run_1/logic_types.png
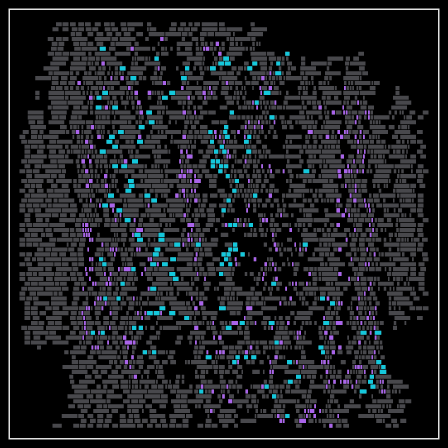
run_1/detail.png
Scale bar: 5 um. Window x 109 to 129, y 156 to 176 um. Cells in gray, sequential cells in the stronger gray; small squares are vias.
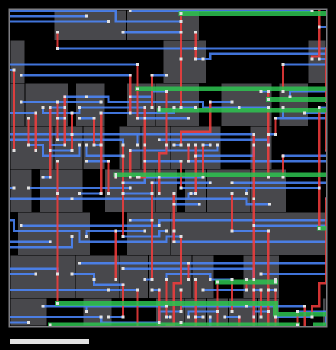
run_1/io_placement.png
Scale bar: 50 um. Pins as bars across the die edge, other pins in gray.
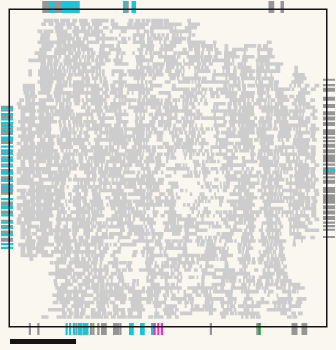
run_1/metal_density.png
24 x 24 tiles, from white (low) to dark blue (high), scaled to the fullest tile. Values are wire area over tile area, all layers added.
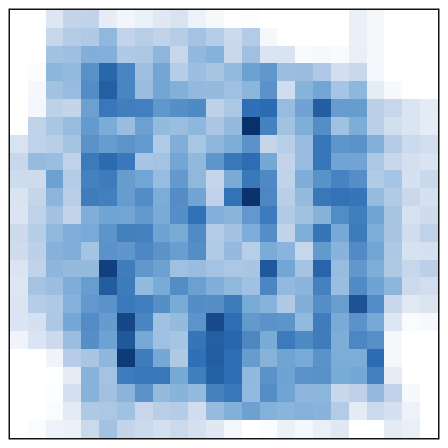
`src/rtl/fpu_seq_responder_if.sv`:
```
// Request/response port of the sequential FP add/compare responder.
// Signals:
//   req_valid/req_ready  request handshake (issuer -> responder)
//   req_op               [2]=double, [1:0]: 00 add, 01 eq, 10 lt, 11 le
//   req_a/req_b          operands; single precision lives in [63:32]
//   rsp_valid/rsp_ready  response handshake (responder -> writeback)
//   rsp_result           add result (single in [63:32], [31:0]=0); 0 for compares
//   rsp_con              compare outcome; 0 for adds
// Modports: master = issuer/consumer side, slave = the responder.
interface fpu_seq_responder_if;
  logic        req_valid;
  logic        req_ready;
  logic [2:0]  req_op;
  logic [63:0] req_a;
  logic [63:0] req_b;
  logic        rsp_valid;
  logic        rsp_ready;
  logic [63:0] rsp_result;
  logic        rsp_con;

  modport master (
    output req_valid, req_op, req_a, req_b, rsp_ready,
    input  req_ready, rsp_valid, rsp_result, rsp_con
  );

  modport slave (
    input  req_valid, req_op, req_a, req_b, rsp_ready,
    output req_ready, rsp_valid, rsp_result, rsp_con
  );
endinterface

```
`src/rtl/fpu_seq_responder.sv`:
```
// Multi-cycle floating-point add/compare responder (single or double precision).
// Operands are unpacked, aligned and normalised iteratively, SHIFT_STEP bits per
// cycle; rounding is truncation. One operation in flight at a time.
// Ports:
//   clk    rising-edge clock
//   rst_n  asynchronous active-low reset; aborts any operation in progress
//   bus    fpu_seq_responder_if.slave (request/response handshake + data)
// Parameters:
//   SHIFT_STEP  bits shifted per cycle in ALIGN/NORM (1, 2, 4 or 8)
module fpu_seq_responder #(
  parameter int unsigned SHIFT_STEP = 1
) (
  input  logic                 clk,
  input  logic                 rst_n,
  fpu_seq_responder_if.slave   bus
);

  typedef enum logic [2:0] {IDLE, UNPACK, ALIGN, ADD, NORM, DONE} state_t;

  state_t      state;
  logic [2:0]  lat_op;
  logic [63:0] lat_a, lat_b;
  // Working operands after the swap: A has the larger magnitude.
  // Mantissas carry the hidden bit at [55]; single precision is left-justified
  // so both formats share one datapath, with guard/round/sticky at the bottom.
  logic        s_a, s_b;
  logic [11:0] e_a, e_b;
  logic [55:0] m_a, m_b;
  logic [56:0] sum;

  // Unpack of the latched operands
  logic        dbl;
  logic [11:0] emax, thr;
  logic [11:0] ea_raw, eb_raw, ua_e, ub_e;
  logic [54:0] fa, fb;
  logic [55:0] ua_m, ub_m;
  logic        a_spec, b_spec, a_gt, a_eq, both_zero;
  logic        cmp_eq, cmp_lt, cmp_res;

  always_comb begin
    dbl = lat_op[2];
    if (dbl) begin
      ea_raw = {1'b0, lat_a[62:52]};
      eb_raw = {1'b0, lat_b[62:52]};
      fa     = {lat_a[51:0], 3'b000};
      fb     = {lat_b[51:0], 3'b000};
      emax   = 12'd2047;
      thr    = 12'd56;
    end else begin
      ea_raw = {4'b0000, lat_a[62:55]};
      eb_raw = {4'b0000, lat_b[62:55]};
      fa     = {lat_a[54:32], 32'd0};
      fb     = {lat_b[54:32], 32'd0};
      emax   = 12'd255;
      thr    = 12'd27;
    end
    a_spec = (ea_raw == emax);
    b_spec = (eb_raw == emax);
    // Exponent-zero operands (zero or subnormal) flush to signed zero.
    ua_e = ea_raw;
    ub_e = eb_raw;
    ua_m = (ea_raw == 12'd0) ? '0 : {1'b1, fa};
    ub_m = (eb_raw == 12'd0) ? '0 : {1'b1, fb};
    a_gt = {ua_e, ua_m} > {ub_e, ub_m};
    a_eq = {ua_e, ua_m} == {ub_e, ub_m};
    both_zero = (ua_m == '0) && (ub_m == '0);
    cmp_eq = both_zero || ((lat_a[63] == lat_b[63]) && a_eq);
    if (both_zero)
      cmp_lt = 1'b0;
    else if (lat_a[63] != lat_b[63])
      cmp_lt = lat_a[63];
    else if (!lat_a[63])
      cmp_lt = !a_gt && !a_eq;
    else
      cmp_lt = a_gt;
    case (lat_op[1:0])
      2'b01:   cmp_res = cmp_eq;
      2'b10:   cmp_res = cmp_lt;
      2'b11:   cmp_res = cmp_lt || cmp_eq;
      default: cmp_res = 1'b0;
    endcase
  end

  // One ALIGN step: shift B right, folding shifted-out bits into the sticky bit.
  logic [11:0] diff, al_e;
  logic [55:0] al_m;

  always_comb begin
    diff = e_a - e_b;
    al_m = m_b;
    al_e = e_b;
    if (diff > thr) begin
      al_m = {55'd0, |m_b};
      al_e = e_a;
    end else begin
      for (int unsigned i = 0; i < SHIFT_STEP; i++) begin
        if (al_e != e_a) begin
          al_m = {1'b0, al_m[55:2], al_m[1] | al_m[0]};
          al_e = al_e + 12'd1;
        end
      end
    end
  end

  // One NORM step: left shift until the hidden bit is set or the exponent hits 0.
  logic [55:0] nm;
  logic [11:0] ne, ce;

  always_comb begin
    nm = sum[55:0];
    ne = e_a;
    for (int unsigned i = 0; i < SHIFT_STEP; i++) begin
      if (!nm[55] && (ne != 12'd0)) begin
        nm = {nm[54:0], 1'b0};
        ne = ne - 12'd1;
      end
    end
    ce = e_a + 12'd1;
  end

  function automatic logic [63:0] pack(input logic s, input logic [10:0] e,
                                       input logic [51:0] frac, input logic d);
    if (d)
      return {s, e, frac};
    else
      return {s, e[7:0], frac[51:29], 32'd0};
  endfunction

  logic [63:0] nan_val;
  assign nan_val = dbl ? 64'h7FF8_0000_0000_0000 : 64'h7FC0_0000_0000_0000;

  always_ff @(posedge clk or negedge rst_n) begin
    if (!rst_n) begin
      state          <= IDLE;
      lat_op         <= '0;
      lat_a          <= '0;
      lat_b          <= '0;
      s_a            <= 1'b0;
      s_b            <= 1'b0;
      e_a            <= '0;
      e_b            <= '0;
      m_a            <= '0;
      m_b            <= '0;
      sum            <= '0;
      bus.req_ready  <= 1'b1;
      bus.rsp_valid  <= 1'b0;
      bus.rsp_result <= '0;
      bus.rsp_con    <= 1'b0;
    end else begin
      case (state)
        IDLE: begin
          if (bus.req_valid) begin
            lat_op        <= bus.req_op;
            lat_a         <= bus.req_a;
            lat_b         <= bus.req_b;
            bus.req_ready <= 1'b0;
            state         <= UNPACK;
          end
        end
        UNPACK: begin
          if (lat_op[1:0] != 2'b00) begin
            bus.rsp_con    <= (a_spec || b_spec) ? 1'b0 : cmp_res;
            bus.rsp_result <= '0;
            bus.rsp_valid  <= 1'b1;
            state          <= DONE;
          end else if (a_spec || b_spec) begin
            bus.rsp_con    <= 1'b0;
            bus.rsp_result <= nan_val;
            bus.rsp_valid  <= 1'b1;
            state          <= DONE;
          end else begin
            if (a_gt || a_eq) begin
              s_a <= lat_a[63]; e_a <= ua_e; m_a <= ua_m;
              s_b <= lat_b[63]; e_b <= ub_e; m_b <= ub_m;
            end else begin
              s_a <= lat_b[63]; e_a <= ub_e; m_a <= ub_m;
              s_b <= lat_a[63]; e_b <= ua_e; m_b <= ua_m;
            end
            state <= ALIGN;
          end
        end
        ALIGN: begin
          // The last shift and the move to ADD share a cycle.
          m_b <= al_m;
          e_b <= al_e;
          if (al_e == e_a)
            state <= ADD;
        end
        ADD: begin
          if (s_a ^ s_b)
            sum <= {1'b0, m_a} - {1'b0, m_b};
          else
            sum <= {1'b0, m_a} + {1'b0, m_b};
          state <= NORM;
        end
        NORM: begin
          if (sum == '0) begin
            bus.rsp_result <= '0;
            bus.rsp_con    <= 1'b0;
            bus.rsp_valid  <= 1'b1;
            state          <= DONE;
          end else if (sum[56]) begin
            if (ce >= emax)
              bus.rsp_result <= pack(s_a, emax[10:0], '0, dbl);
            else
              bus.rsp_result <= pack(s_a, ce[10:0], sum[55:4], dbl);
            bus.rsp_con   <= 1'b0;
            bus.rsp_valid <= 1'b1;
            state         <= DONE;
          end else if (ne == 12'd0) begin
            bus.rsp_result <= {s_a, 63'd0};
            bus.rsp_con    <= 1'b0;
            bus.rsp_valid  <= 1'b1;
            state          <= DONE;
          end else if (nm[55]) begin
            bus.rsp_result <= pack(s_a, ne[10:0], nm[54:3], dbl);
            bus.rsp_con    <= 1'b0;
            bus.rsp_valid  <= 1'b1;
            state          <= DONE;
          end else begin
            sum <= {1'b0, nm};
            e_a <= ne;
          end
        end
        DONE: begin
          if (bus.rsp_ready) begin
            bus.rsp_valid <= 1'b0;
            bus.req_ready <= 1'b1;
            state         <= IDLE;
          end
        end
        default: state <= IDLE;
      endcase
    end
  end

endmodule

```
`src/flat_wrapper.sv`:
```
// flat-port wrapper written by rule: the top's interface ports become plain ports
module fpu_seq_responder_flat 
#(
  parameter int unsigned SHIFT_STEP = 1
)
  (clk, rst_n, bus_req_valid, bus_req_op, bus_req_a, bus_req_b, bus_rsp_ready, bus_req_ready, bus_rsp_valid, bus_rsp_result, bus_rsp_con);
  fpu_seq_responder_if bus_i ();
  input  logic clk;
  input  logic rst_n;
  input wire logic [$bits(bus_i.req_valid)-1:0] bus_req_valid;
  input wire logic [$bits(bus_i.req_op)-1:0] bus_req_op;
  input wire logic [$bits(bus_i.req_a)-1:0] bus_req_a;
  input wire logic [$bits(bus_i.req_b)-1:0] bus_req_b;
  input wire logic [$bits(bus_i.rsp_ready)-1:0] bus_rsp_ready;
  output wire logic [$bits(bus_i.req_ready)-1:0] bus_req_ready;
  output wire logic [$bits(bus_i.rsp_valid)-1:0] bus_rsp_valid;
  output wire logic [$bits(bus_i.rsp_result)-1:0] bus_rsp_result;
  output wire logic [$bits(bus_i.rsp_con)-1:0] bus_rsp_con;
  assign bus_i.req_valid = bus_req_valid;
  assign bus_i.req_op = bus_req_op;
  assign bus_i.req_a = bus_req_a;
  assign bus_i.req_b = bus_req_b;
  assign bus_i.rsp_ready = bus_rsp_ready;
  assign bus_req_ready = bus_i.req_ready;
  assign bus_rsp_valid = bus_i.rsp_valid;
  assign bus_rsp_result = bus_i.rsp_result;
  assign bus_rsp_con = bus_i.rsp_con;
  fpu_seq_responder #(.SHIFT_STEP(SHIFT_STEP)) u_core (.clk(clk), .rst_n(rst_n), .bus(bus_i));
endmodule
```
`config.mk`:
```
export PLATFORM = sky130hd
export DESIGN_NAME = fpu_seq_responder_flat
export DESIGN_NICKNAME = d
export VERILOG_FILES = /design/src/rtl/fpu_seq_responder_if.sv /design/src/rtl/fpu_seq_responder.sv /design/src/flat_wrapper.sv
export SDC_FILE = /design/constraint.sdc
export NUM_CORES = 1
export LEC_CHECK = 0
export CAP_MARGIN = 25
export CORE_MARGIN = 5
export CORE_UTILIZATION = 53
export CTS_BUF_LIST = sky130_fd_sc_hd__clkbuf_4
export CTS_CLUSTER_SIZE = 8
export DETAILED_ROUTE_END_ITERATION = 7
export PLACE_DENSITY = 0.78
export SETUP_SLACK_MARGIN = 0.1
export SLEW_MARGIN = 0
export SYNTH_ARGS = -nofsm -noshare
export SYNTH_HDL_FRONTEND = slang
export SYNTH_SLANG_ARGS = --single-unit
export TNS_END_PERCENT = 30
```
`constraint.sdc`:
```
create_clock -name clk -period 11.55 [get_ports clk]
set_clock_uncertainty 0.05 [all_clocks]
set_input_delay 1.7325 -clock clk [delete_from_list [all_inputs] [get_ports clk]]
set_output_delay 1.7325 -clock clk [all_outputs]
set_load 0.02 [all_outputs]
```
==> impl_metrics.json, run 1 <==
{
  "outcome": "complete, no violations",
  "antenna_found_initial": 2,
  "mux_area_frac": 0.137,
  "arrival_ns": 7.22,
  "fmax_mhz": 154,
  "tightest_slew_ns": 0.955,
  "layout_top_cells": "391 x dfrtp_1, 327 x nand2_1, 268 x o21ai_0",
  "dpl.hpwl_um": 59000,
  "numCtsBuffers": 104,
  "synthXorXnorAreaFrac": 0.0472,
  "hold_path_class": "flip-flop to flip-flop",
  "track_usage": 0.270,
  "final_period_minus_worst_setup_slack_ns": 6.50,
  "synth_flop_count": 393,
  "yosysCellCount": 3114,
  "num-nets-final": 3530,
  "clkLatencyLatePin_ns": 0.89,
  "simple_gate_area_frac": 0.158,
  "ys_warn_count": 0,
  "edf_count": 0,
  "grt_pass1_vias": 23400,
  "final-max-slew-violation-count": 0,
  "ant_nets": 0,
  "vias_per_cell": 6.15,
  "first_pass_iters": 6,
  "final.setup.tns_ns": 0,
  "cts_root_buf": "clkbuf_4",
  "grt_max_degree": 114,
  "synth_seq_share": 0.358,
  "rsz0062_at_grt": "no",
  "cts.reportedPaths.clkPinSlew_ns": 0.07,
  "hold_viol": 0,
  "crit_slowest_cell": "dfrtp_4",
  "slowest_delay_ns": 0.98,
  "cts_tree": "yes",
  "critPathMostFrequentCell": "buf_4",
  "synth_cell_types": 83,
  "post-route-drc-count": 0,
  "drt-initial-drc-count": 2954,
  "synth_cells": 3114,
  "synthArstFlopShare": 1.00,
  "fin_util": 0.611,
  "area_growth_pct": 14.2,
  "finalSetupViolCount": 0,
  "grt_pass1_wl_um": 126000,
  "yosys.area_share.adder": 0.0640,
  "syn_avg_cell_area_um2": 8.83,
  "cts_setup_buffers": 0,
  "synth-main-ff-cell": "dfrtp_1",
  "htree_levels": 3,
  "crit_chain": "mux2i_1, nand3_1, nor4_2, buf_4, nor2_1, buf_4, and2_1, ha_1, or3_1, a221oi_1, o21ai_0, a31oi_1, o21ai_0, o21a_1, nor2_4, buf_4, mux2i_1, o22ai_1, a21oi_1",
  "syn_area_mm2": 0.0275,
  "cts.repair.resized": 0,
  "drive_gt1_frac": 0.124,
  "place.gp.congestion": 0.953,
  "aoi_share": 0.196,
  "boundaryPins": 202,
  "critical_path_class": "flip-flop to flip-flop",
  "finalClockPeriodUsage": 0.563,
  "crit_path_end_kind": "flip-flop",
  "start_kind": "flip-flop",
  "clock-sinks": 393,
  "path_buffers": 3,
  "yosys_area_mm2": 0.0275,
  "cp_top_family": "simple AND/OR/NAND/NOR gates",
  "ys_top_logic_family": "AND-OR/OR-AND gates",
  "ctsHoldBuffers": 0,
  "slew_headroom": 0.362,
  "maxCapViolations": 0,
  "die_area_mm2": 0.0565,
  "core_area_mm2": 0.0514,
  "synth_nets": 3389,
  "timing.hold.ws_ns": 0.429,
  "path_max_fanout": 56,
  "cts_buffer_depth": 3,
  "fillers": 4369,
  "reg_top3": "u_core.bus.rsp_result x64, u_core.lat_a x64, u_core.lat_b x64",
  "grt_remaining_overflow": 0,
  "fp-row-count": 83,
  "crit_required_ns": 12.27,
  "wirelength_um": 79000,
  "warnings": 30,
  "fp_util": 0.535
}
About logic_types.png:
cyan -> AND-OR and OR-AND gates  # cells 147
purple -> NOR gates  # cells 389, where spread over the die
Finished Layout Cells: 4,007
Commonest Layout Cell: dfrtp_1
Comb/total area: 0.530

About detail.png:
blue -> metal 1
red -> metal 2
green -> metal 3
most frequent = a21o_1 (7)
cells with their middle in the window = 38
sequential cells in the window = 0

About io_placement.png:
magenta -> bus_req_op  # pins 3, direction input, edge bottom
green -> bus_req_ready  # pins 1, direction output, edge bottom
cyan -> bus_req_b  # pins 64, direction input, edge 28 left, 19 top, 16 bottom, 1 right
all pins by edge = 58 left, 53 right, 48 bottom, 43 top
Die Y: 238 um
port bufs: 201
Die X: 238 um

About metal_density.png:
tiles over half the peak = 33%
emptiest ninth of the die = top right
fullest tile = 0.60
nearly empty tiles = 10%
mean over tiles = 0.23
via count of the routed design: 24,600
DR WL/cell: 19.7 um

[run 1: area by class of cell]
cell class | count | area (um2) | area share
Multi-Input combinational cell | 2438 | 16600 | 0.530
Clock inverter | 23 | 209 | 0.00665
Sequential cell | 393 | 9840 | 0.313
Tap cell | 680 | 851 | 0.0271
Timing Repair Buffer | 240 | 2410 | 0.0767
Inverter | 78 | 293 | 0.00932
Clock buffer | 154 | 1160 | 0.0368
Antenna cell | 1 | 2.50 | 0.0000797
[run 1: worst paths after layout]
| check | slack [ns] | start | depth (start not counted) | to |
|---|---|---|---|---|
| worst max-delay path | 5.05 | u_core.lat_op[2] | 19 | u_core.e_a[4] |
| worst min-delay path | 0.43 | u_core.bus.rsp_result[24] | 2 | u_core.bus.rsp_result[24] |
| worst max register to register | 5.05 | u_core.lat_op[2] | 19 | u_core.e_a[4] |
| worst min register to register | 0.43 | u_core.bus.rsp_result[24] | 2 | u_core.bus.rsp_result[24] |
| max in group asynchronous | 8.51 | rst_n | 4 | u_core.e_a[5] |
| min in group asynchronous | 0.81 | rst_n | 1 | u_core.lat_b[51] |
[run 1: metal layers]
metal | global-route usage | vias to the layer above | wire, um
met5 | 0 | - | 0
met4 | 0.0927 | 0 | 2250
met3 | 0.0524 | 141 | 6230
met2 | 0.379 | 1006 | 32900
met1 | 0.416 | 11800 | 37600
li1 | - | 11700 | -
[run 1: worst min-delay path, stage by stage (launching register included)]
cell     delay (ns)
dfrtp_1        0.34
nand2_1        0.04
o21ai_0        0.06
[run 1: cells in the mapped netlist, types with 5 or more instances]
cell      instances  area, um2
nor3_1           48        240
a21o_1           53        398
o31ai_1           9       67.6
inv_1            78        293
o22ai_1          10       62.6
o41ai_1           7       61.3
nand4_1          41        257
or3_1            10       62.6
mux2_2          135       1520
nand2b_1         15       93.8
a21oi_1         225       1130
a22o_1            5       43.8
and2_1           39        244
ha_1            139       1740
nor3b_1           5       37.5
nand2_1         327       1230
clkbuf_1        164        616
nor2b_1          34        213
mux2i_1         225       2250
nor4_1           34        213
xnor2_1          83        727
a31oi_1          54        338
a221oi_1          8       70.1
nor2_1          262        983
buf_1            23       86.3
buf_2            17       85.1
a221o_1          53        531
o21ai_0         268       1340
a31o_2            6       52.6
nand3_1          38        190
a211oi_1         15        113
or2_2            32        200
a211o_1           7       61.3
o21ai_1           7       35.0
a22oi_1          51        383
o211ai_1         14        105
o21a_1            8       60.1
and3_1           11       68.8
xor2_1           62        543
or4_1            10       75.1
o21bai_1         12       90.1
o221ai_1          5       43.8
dfrtp_1         392       9810
[run 1: through the flow]
stage,setup WS [ns],area [um2],instances
final,5.05,31400,4007
after CTS,5.13,31300,4000
after global routing,4.73,31400,4007
after floorplan,5.69,27500,3114
after detailed placement,5.17,29900,3823
after global placement,5.31,29900,3823
run_1/clocks.png
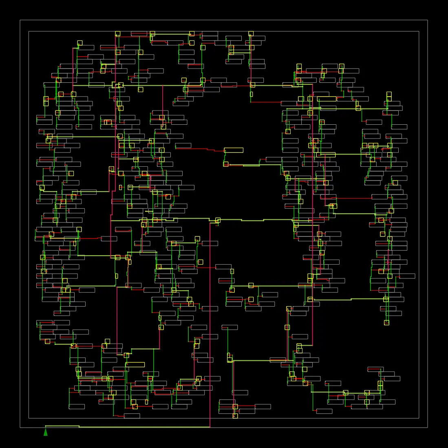

==> run 2: changes to the inputs <==
clock period = 6.4 ns   (was 11.55 ns; I/O delays follow)
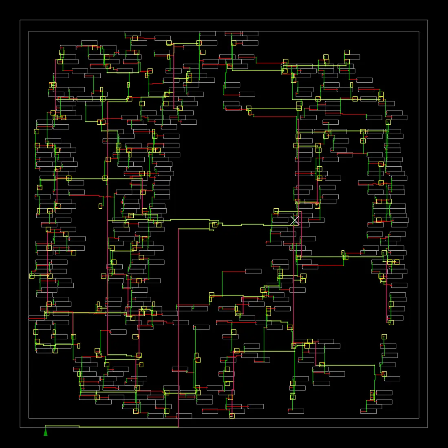
run_2/clocks.png
Num CTS Buffers: 105
clk_lat worst skew: 0.88 ns

==> run 2 against run 1 <==
Effect of this change: the flow now finishes with violations (DRC); first-iteration DRC count is 11% lower; hold slack worse by 0.37 ns; utilization rose by 0.17 points; design area rose by 0.28%.
==> impl_metrics.json, run 2 <==
{
  "grt_remaining_overflow": 0,
  "start_kind": "flip-flop",
  "r2r-end": "u_core.sum[56]",
  "vias_per_cell": 6.11,
  "tightest_slew_ns": 1.02,
  "drive_gt1_frac": 0.129,
  "path_max_fanout": 8,
  "clock-sinks": 393,
  "reg_top3": "u_core.bus.rsp_result x64, u_core.lat_a x64, u_core.lat_b x64",
  "die_x_um": 238,
  "grt_max_degree": 152,
  "vias": 24700,
  "slew_headroom": 0.319,
  "r2r-start": "u_core.m_b[6]",
  "die_h_um": 238,
  "yosysTopAreaCell": "dfrtp_1",
  "edf_count": 0,
  "synth_seq_share": 0.358,
  "maxCapViolations": 0,
  "violations": "DRC",
  "cts_tree": "yes",
  "final_period_minus_worst_setup_slack_ns": 5.87,
  "wirelength_um": 79600,
  "instances_no_fill": 4037,
  "cts_setup_buffers": 0,
  "boundaryPins": 202,
  "ant_nets": 0,
  "post-route-drc-count": 2,
  "cts_root_buf": "clkbuf_4",
  "dpl.hpwl_um": 60100,
  "outcome": "complete, but fails checks",
  "area_growth_pct": 14.5,
  "syn_area_mm2": 0.0275,
  "hold_path_class": "input port to async pin",
  "htree_levels": 3,
  "postPlaceCellArea_mm2": 0.0302,
  "critical_path_class": "flip-flop to flip-flop",
  "synth_nets": 3389,
  "yosys_area_mm2": 0.0275,
  "r2r_setup_slack_ns": 0.53,
  "synth_flop_count": 393,
  "synth_top_area_share": 0.357,
  "crit_path_end_kind": "flip-flop",
  "num-nets-final": 3554,
  "final-max-slew-violation-count": 0,
  "warnings": 30,
  "layout_top_cells": "391 x dfrtp_1, 327 x nand2_1, 268 x o21ai_0",
  "arrival_ns": 6.58,
  "finalClockPeriodUsage": 0.918,
  "rsz0062_at_grt": "no",
  "syn_avg_cell_area_um2": 8.83,
  "antenna_found_initial": 3,
  "yosysCellCount": 3114,
  "synth_cell_types": 83,
  "cts_buffer_depth": 3,
  "fp-row-count": 83,
  "reg2reg_depth": 18,
  "synth_cells": 3114,
  "core_area_mm2": 0.0514,
  "fmax_mhz": 170,
  "ctsHoldBuffers": 0,
  "first_pass_iters": 8,
  "yosys.cell_count.top_type": "dfrtp_1",
  "grt_pass1_vias": 23500,
  "cts.repair.resized": 0,
  "ys_warn_count": 0,
  "mostFrequentLayoutCell": "dfrtp_1",
  "die_area_mm2": 0.0565,
  "cts.reportedPaths.clkPinSlew_ns": 0.07,
  "timing.hold.ws_ns": 0.0551,
  "post-route-cell-area_mm2": 0.0315,
  "wire_per_inst_um": 19.7,
  "hold_viol": 0
}
-- run 2: cell counts after synthesis --
Identical to the previous run, type by type.
-- run 2: critical path: stages, from the launching register on --
cell and delay [ns]:
dfrtp_1 0.42, or4_4 0.54, or3_1 0.36, or4_4 0.47
or4_4 0.57, or3_4 0.36, nor3_2 0.13, nor2_2 0.08
nor2_1 0.14, xor2_1 0.08, ha_1 0.47, nand4_1 0.17
or3_1 0.37, nor4_1 0.26, a211oi_1 0.15, o21ai_0 0.29
a21oi_1 0.13, or4_1 0.53, and3_1 0.18
-- run 2: kinds of logic after synthesis --
family / synth area share
and+or+nand+nor: 0.158
AOI/OAI and AO/OA: 0.196
DFF: 0.358
muxes: 0.137
buffers and inverters: 0.0397
xor gates and xnor gates: 0.0472
adders and majority gates: 0.0640
-- run 2: final cells by class --
| type | count | area, um2 |
|---|---|---|
| multi-input cells | 2438 | 16600 |
| clock inverters | 31 | 148 |
| diodes | 2 | 5.00 |
| clock buffers | 152 | 1140 |
| inverters | 78 | 293 |
| well taps | 680 | 851 |
| repair buffers | 263 | 2570 |
| fillers | 4433 | 19900 |
| flip-flops and latches | 393 | 9840 |
-- run 2: stage by stage --
stage | setup WS, ns | utilization
2_1_floorplan | 0.544 | -
5_1_grt | 0.168 | 0.613
3_3_place_gp | 0.535 | 0.587
4_1_cts | 0.530 | 0.612
3_5_place_dp | 0.571 | 0.587
6_report | 0.528 | 0.613
-- run 2: how the worst max path moves through the flow --
stage | from | end | slack, ns | cells past startpoint
after global placement | u_core.m_b[5] | u_core.sum[56] | 0.54 | 18
after global routing | u_core.m_b[5] | u_core.sum[56] | 0.17 | 18
after floorplan | u_core.m_b[5] | u_core.sum[56] | 0.54 | 20
after CTS | u_core.m_b[6] | u_core.sum[56] | 0.53 | 18
final | u_core.m_b[6] | u_core.sum[56] | 0.53 | 18
after detailed placement | u_core.m_b[5] | u_core.sum[56] | 0.57 | 18
-- run 2: metal layers --
layer | vias to the layer above | routed length (um) | global-route usage
met4 | 0 | 1540 | 0.0799
met1 | 11900 | 37800 | 0.418
met3 | 110 | 5630 | 0.0421
met5 | - | 0 | 0
met2 | 977 | 34600 | 0.400
li1 | 11700 | - | -
